## config.mk

```make
export PLATFORM = sky130hd
export DESIGN_NAME = result_trace_fifo
export DESIGN_NICKNAME = d
export VERILOG_FILES = /design/src/rtl/result_trace_fifo.sv
export SDC_FILE = /design/constraint.sdc
export NUM_CORES = 1
export LEC_CHECK = 0
export CELL_PAD_IN_SITES_DETAIL_PLACEMENT = 1
export CELL_PAD_IN_SITES_GLOBAL_PLACEMENT = 1
export CORE_MARGIN = 3
export CORE_UTILIZATION = 50
export DETAILED_ROUTE_END_ITERATION = 6
export GPL_TIMING_DRIVEN = 0
export PLACE_DENSITY = 0.76
export SYNTH_ARGS = -nofsm -noshare
export SYNTH_HDL_FRONTEND = slang
export SYNTH_SLANG_ARGS = --single-unit
```

## constraint.sdc

```tcl
create_clock -name clk -period 10.5 [get_ports clk]
set_input_delay 2.1 -clock clk [delete_from_list [all_inputs] [get_ports clk]]
set_output_delay 2.1 -clock clk [all_outputs]
set_load 0.01 [all_outputs]
```

## src/rtl/result_trace_fifo.sv

```systemverilog
// result_trace_fifo: circular-buffer trace FIFO capturing ALU results with
// their flags and instruction number, drained through a valid/ready port.
// Optional feature macro: TRACE_DROP_CNT_EN enables a saturating counter of
// captures discarded while the FIFO is full; without it drop_cnt reads zero.
module result_trace_fifo #(
   parameter int DEPTH = 8,
   parameter int CW    = $clog2(DEPTH) + 1
) (
   input  logic          clk,
   input  logic          rst_n,
   input  logic          in_valid,
   input  logic [31:0]   Result,
   input  logic [5:0]    InstructionNum,
   input  logic          Overflow,
   input  logic          Equal,
   input  logic          Carry,
   output logic          out_valid,
   input  logic          out_ready,
   output logic [40:0]   out_data,
   output logic [CW-1:0] count,
   output logic          full,
   output logic          empty,
   output logic [7:0]    drop_cnt
);

   localparam int AW = $clog2(DEPTH);

   logic [40:0]   mem [DEPTH];
   logic [AW-1:0] wptr;
   logic [AW-1:0] rptr;
   logic [CW-1:0] cnt;
   logic          push;
   logic          pop;

   // Status flags come only from the registered occupancy.
   always_comb begin
      full      = (cnt == CW'(DEPTH));
      empty     = (cnt == '0);
      out_valid = ~empty;
      count     = cnt;
      out_data  = mem[rptr];
      pop       = out_valid & out_ready;
      // A pop in the same cycle frees a slot, so a full FIFO can still accept.
      push      = in_valid & (~full | pop);
   end

   // Entry storage; contents are left untouched by reset.
   always_ff @(posedge clk) begin
      if (push) begin
         mem[wptr] <= {InstructionNum, Overflow, Equal, Carry, Result};
      end
   end

   // Pointers wrap naturally because DEPTH is a power of two.
   always_ff @(posedge clk or negedge rst_n) begin
      if (!rst_n) begin
         wptr <= '0;
         rptr <= '0;
      end else begin
         if (push) wptr <= wptr + AW'(1);
         if (pop)  rptr <= rptr + AW'(1);
      end
   end

   // Occupancy: unchanged when push and pop coincide.
   always_ff @(posedge clk or negedge rst_n) begin
      if (!rst_n) begin
         cnt <= '0;
      end else begin
         case ({push, pop})
            2'b10:   cnt <= cnt + CW'(1);
            2'b01:   cnt <= cnt - CW'(1);
            default: cnt <= cnt;
         endcase
      end
   end

`ifdef TRACE_DROP_CNT_EN
   logic [7:0] drops;
   logic       drop;

   // A capture is lost only when full and nothing is popped that cycle.
   always_comb begin
      drop     = in_valid & full & ~pop;
      drop_cnt = drops;
   end

   // Saturating discard counter.
   always_ff @(posedge clk or negedge rst_n) begin
      if (!rst_n) begin
         drops <= '0;
      end else if (drop && (drops != 8'hFF)) begin
         drops <= drops + 8'd1;
      end
   end
`else
   assign drop_cnt = '0;
`endif

endmodule

```

### Routed clock nets over the placement, run 1

(3 px per um)
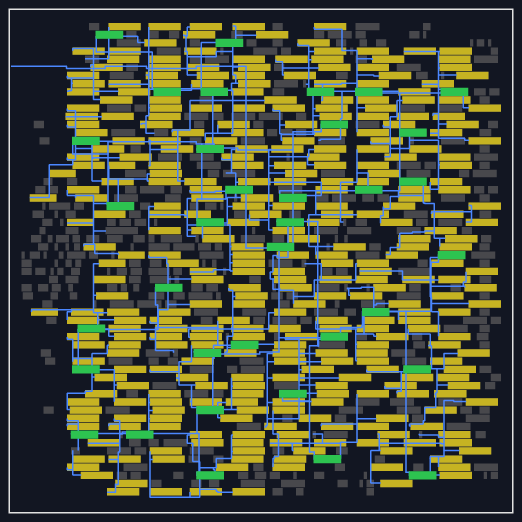
- green: clock drivers (count 35)
- blue: clock wires (length 3690 um)
- yellow: flip-flops (count 338)
- routed clock nets: 36

### PDN straps and rails, run 1

(2 px per um) Pins as bars on the die edge.
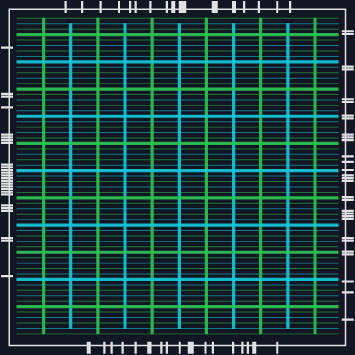
- cyan: VDD
- green: VSS
- met5 straps: 11
- signal pins: 101
- met1 rails: 59
- met4 straps: 11
- rows: 58

==> reports/metrics.yaml, run 1 <==
status:
  status: "finished clean"
setup_path:
  cp.depth: 5
  crit_path_max_fanout: 10
final_timing:
  setup_viol: 0
  slew_viol_final: 0
  tightest_slew_ps: 945
drt:
  drc_errors: 0
  wl_met3_um: 1350
  route.vias.total: 6043
logic_synthesis:
  synthArstFlopShare_pct: 2.96
layout:
  fin_area_mm2: 0.0158
  final_cell_mix: "edfxtp_1 (328), clkdlybuf4s50_1 (91), mux4_2 (82)"
  flop_area_mm2: 0.0101
  fillers: 2057
global_routing:
  grt_use_met1_pct: 27.0
  top_usage_layer: "met2"
  grt_use_total_pct: 20.2
floorplan:
  fp_util_pct: 51.3
  die_area_mm2: 0.0280
  core_mm2: 0.0254
pwr:
  p_per_area_mw_per_mm2: 287
min_path:
  min_path_type: "reg -> reg"
### Metal layers overlaid, run 1

(2 px per um) Two of the layers only.
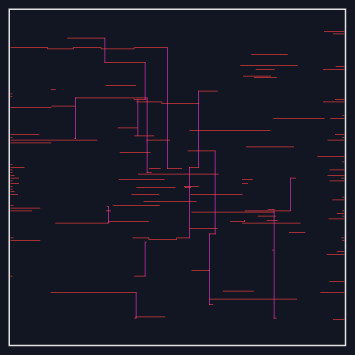
- red: metal 3 (wire length 1350 um)
- magenta: metal 4 (wire length 426 um)

### Placement view, run 1

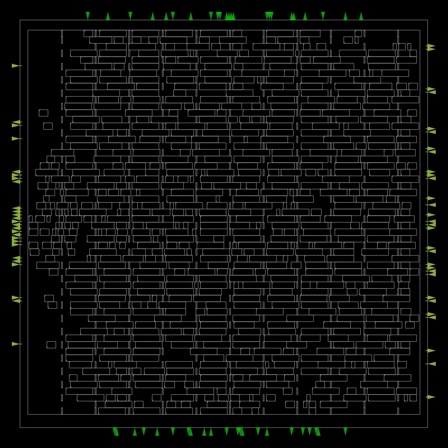
Seq/total area: 63.9%
# Taps: 330

==> run 1: registers in the layout, indices dropped and copies added, names as in the netlist <==
signal and flops:
mem 328, rptr 3, count 4, wptr 3
==> run 1: metrics by stage <==
step	util, %	hold WS [ps]
3_3_place_gp	56.6	495
4_1_cts	62.2	529
3_5_place_dp	57.8	519
2_1_floorplan	-	480
5_1_grt	62.2	569
6_report	62.2	525
==> run 1: report_power, final <==
| part | internal [uW] | leakage, uW | total, uW | switching [uW] |
|---|---|---|---|---|
| clock | 732 | 0.000551 | 1210 | 479 |
| combinational | 824 | 0.00149 | 1560 | 738 |
| sequential | 1700 | 0.00310 | 1770 | 65.4 |
==> run 1: cells in the mapped netlist (2+ instances only) <==
master,n
mux4_2,82
buf_2,4
buf_4,9
nand2_1,4
or3_1,2
nor2_1,8
nor3_1,2
buf_6,7
ha_1,4
dfrtp_1,10
edfxtp_1,328
buf_1,5
nand2b_1,4
clkbuf_1,7
xor2_1,2
xnor2_1,5
inv_1,6
nand3_1,2
mux2_2,43
==> run 1: worst min-delay path by stage <==
stage	slack (ps)	depth (start not counted)	startpoint	to
final	530	1	wptr[0]$_DFFE_PN0P_	wptr[0]$_DFFE_PN0P_
after global routing	570	1	wptr[0]$_DFFE_PN0P_	wptr[0]$_DFFE_PN0P_
after CTS	530	1	wptr[0]$_DFFE_PN0P_	wptr[0]$_DFFE_PN0P_
after detailed placement	520	1	wptr[0]$_DFFE_PN0P_	wptr[0]$_DFFE_PN0P_
after global placement	500	1	wptr[0]$_DFFE_PN0P_	wptr[0]$_DFFE_PN0P_
after floorplan	480	1	wptr[0]$_DFFE_PN0P_	wptr[0]$_DFFE_PN0P_
==> run 1 -> run 2 <==
clock period = 4.7 ns   (was 10.5 ns; I/O delays follow)
### Metal layers overlaid, run 2

(2 px per um) Two of the layers only.
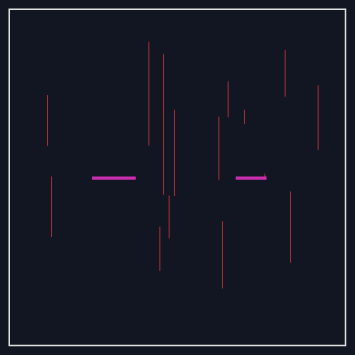
- red: metal 4 (wire length 444 um)
- magenta: metal 5 (wire length 34.0 um)

==> run 2 against run 1 <==
Effect of this change:
- design area increased by 0.98%
- global-route usage increased by 0.81 points
- worst hold slack improved by 28 ps
- clock skew decreased by 3.9 ps
- first-iteration DRC count increased by 17%
- core utilization increased by 0.61 points
- worst setup slack got worse by 4700 ps
- cell count increased by 0.29%
- combinational power increased by 130%
==> reports/metrics.yaml, run 2 <==
status:
  status: "finished clean"  # unchanged
clocking:
  numClockSinks: 338  # unchanged
  post_cts_buffers: 0  # unchanged
  cts_hold_buf: 0  # unchanged
  clk_pin_slew_worst_paths_ps: 60  # about the same
  numCtsBuffers: 36  # was 35
pwr:
  p_per_area_mw_per_mm2: 640  # was 287 mW/mm^2
  swShare_pct: 28.5  # was 28.2%
  combPwrFrac_pct: 35.0  # was 34.4%
  pwr-share-clk_pct: 26.2  # was 26.7%
  p_int_uw: 7300  # was 3260 uW
  seqPwrFrac_pct: 38.7  # was 38.9%
  p_switching_uw: 2910  # was 1280 uW
min_path:
  hold_start: "wptr[0]$_DFFE_PN0P_"  # unchanged
  min_path_type: "reg -> reg"  # unchanged
  whs_path_depth: 1  # unchanged
  holdPathEnd: "wptr[0]$_DFFE_PN0P_"  # unchanged
global_routing:
  grt_pass1_vias: 6973  # was 6734
  grt_use_total_pct: 21.0  # was 20.2%
layout:
  drive_gt1_share_pct: 30.1  # was 30.6%
  mostFrequentLayoutCell: "edfxtp_1"  # unchanged
  largest_reg_flops: 328  # unchanged
  regMostFlops: "mem"  # unchanged
  final_cell_mix: "edfxtp_1 (328), clkdlybuf4s50_1 (91), mux4_2 (82)"  # unchanged
drt:
  routedWlPerCell_um: 27.1  # was 26.6 um
  drc_errors: 0  # unchanged
  route.vias.total: 6096  # was 6043
logic_synthesis:
  ys.flop_type: "edfxtp_1"  # unchanged
  edf_count: 328  # unchanged
  muxShareOfSynthArea_pct: 18.1  # unchanged
  common_cells: "edfxtp_1 (328), mux4_2 (82), mux2_2 (43)"  # unchanged
  most_common_cell: "edfxtp_1"  # unchanged
  synthArstFlopShare_pct: 2.96  # unchanged
floorplan:
  die_area_mm2: 0.0280  # unchanged
  die_width_um: 167  # unchanged
  core_mm2: 0.0254  # unchanged
  fp_util_pct: 51.3  # unchanged
final_timing:
  slew_viol_final: 0  # unchanged
  max_slew_margin_pct: 41.4  # was 36.9%
  finalCritPeriodShare_pct: 84.7
  rsz0062_at_grt: "false"  # unchanged
  tightest_slew_ps: 879  # was 945 ps
  setup_viol: 0  # unchanged
  holdWs_ps: 553  # was 525 ps
setup_path:
  start_kind: "flop"  # unchanged
  endpoint: "out_data[10]"  # was out_data[0]
  r2r_end: "count[3]$_DFFE_PN0P_"  # unchanged
  crit_path_max_fanout: 10  # unchanged
placement:
  dpl.hpwl_um: 17500  # was 16800 um
## run 2: layout make-up
| type | instances | area (um^2) |
|---|---|---|
| sequential | 338 | 10100 |
| inverter | 6 | 22.5 |
| tap | 330 | 413 |
| timing repair buffer | 107 | 1320 |
| buffer | 33 | 216 |
| clock buffer | 45 | 956 |
| multi-input combinational | 179 | 2780 |
| clock inverter | 17 | 155 |
| fill | 2067 | 9450 |
## run 2: cells by family (layout without fill, tap and decap cells)
kind of cell             after synthesis  after routing
flip-flops                           338            338
buffers and inverters                 39            208
AND/OR/NAND/NOR                       23             23
other                                  1              8
AND-OR/OR-AND                          9              9
multiplexers                         127            127
XOR/XNOR                               7              7
adder cells (fa/ha/maj)                5              5
## run 2: worst max-delay path: stages (launching register included)
cell,delay (ps)
dfrtp_1,380
buf_2,260
buf_1,660
mux4_2,420
mux2_2,320
clkdlybuf4s50_1,490
## run 2: layer usage
metal / global-route usage (%) / vias to the layer above / wire [um]
met5: 0 / - / 34
met4: 4.98 / 4 / 444
met3: 4.30 / 40 / 1520
met2: 36.0 / 191 / 14900
met1: 28.3 / 3250 / 11700
li1: - / 2611 / -
## run 2: power by group through the flow
| stage | combinational, uW | clock (uW) | sequential (uW) |
|---|---|---|---|
| floorplan | 2040 | 0 | 3980 |
| global route | 3830 | 2870 | 3990 |
| CTS | 3650 | 2730 | 3960 |
| finish | 3570 | 2680 | 3950 |
| detailed placement | 3620 | 0 | 4010 |
| global placement | 3320 | 0 | 4010 |
## run 2: through the flow
step	area, um^2	utilization [%]	setup slack [ps]	instances
2_1_floorplan	13100	-	965	556
3_3_place_gp	14400	56.6	-1280	977
3_5_place_dp	14800	58.4	1200	993
4_1_cts	16000	62.8	724	1055
5_1_grt	16000	62.8	609	1055
6_report	16000	62.8	719	1055
Power figures rest on the tool's default switching activity, not on a simulated workload.
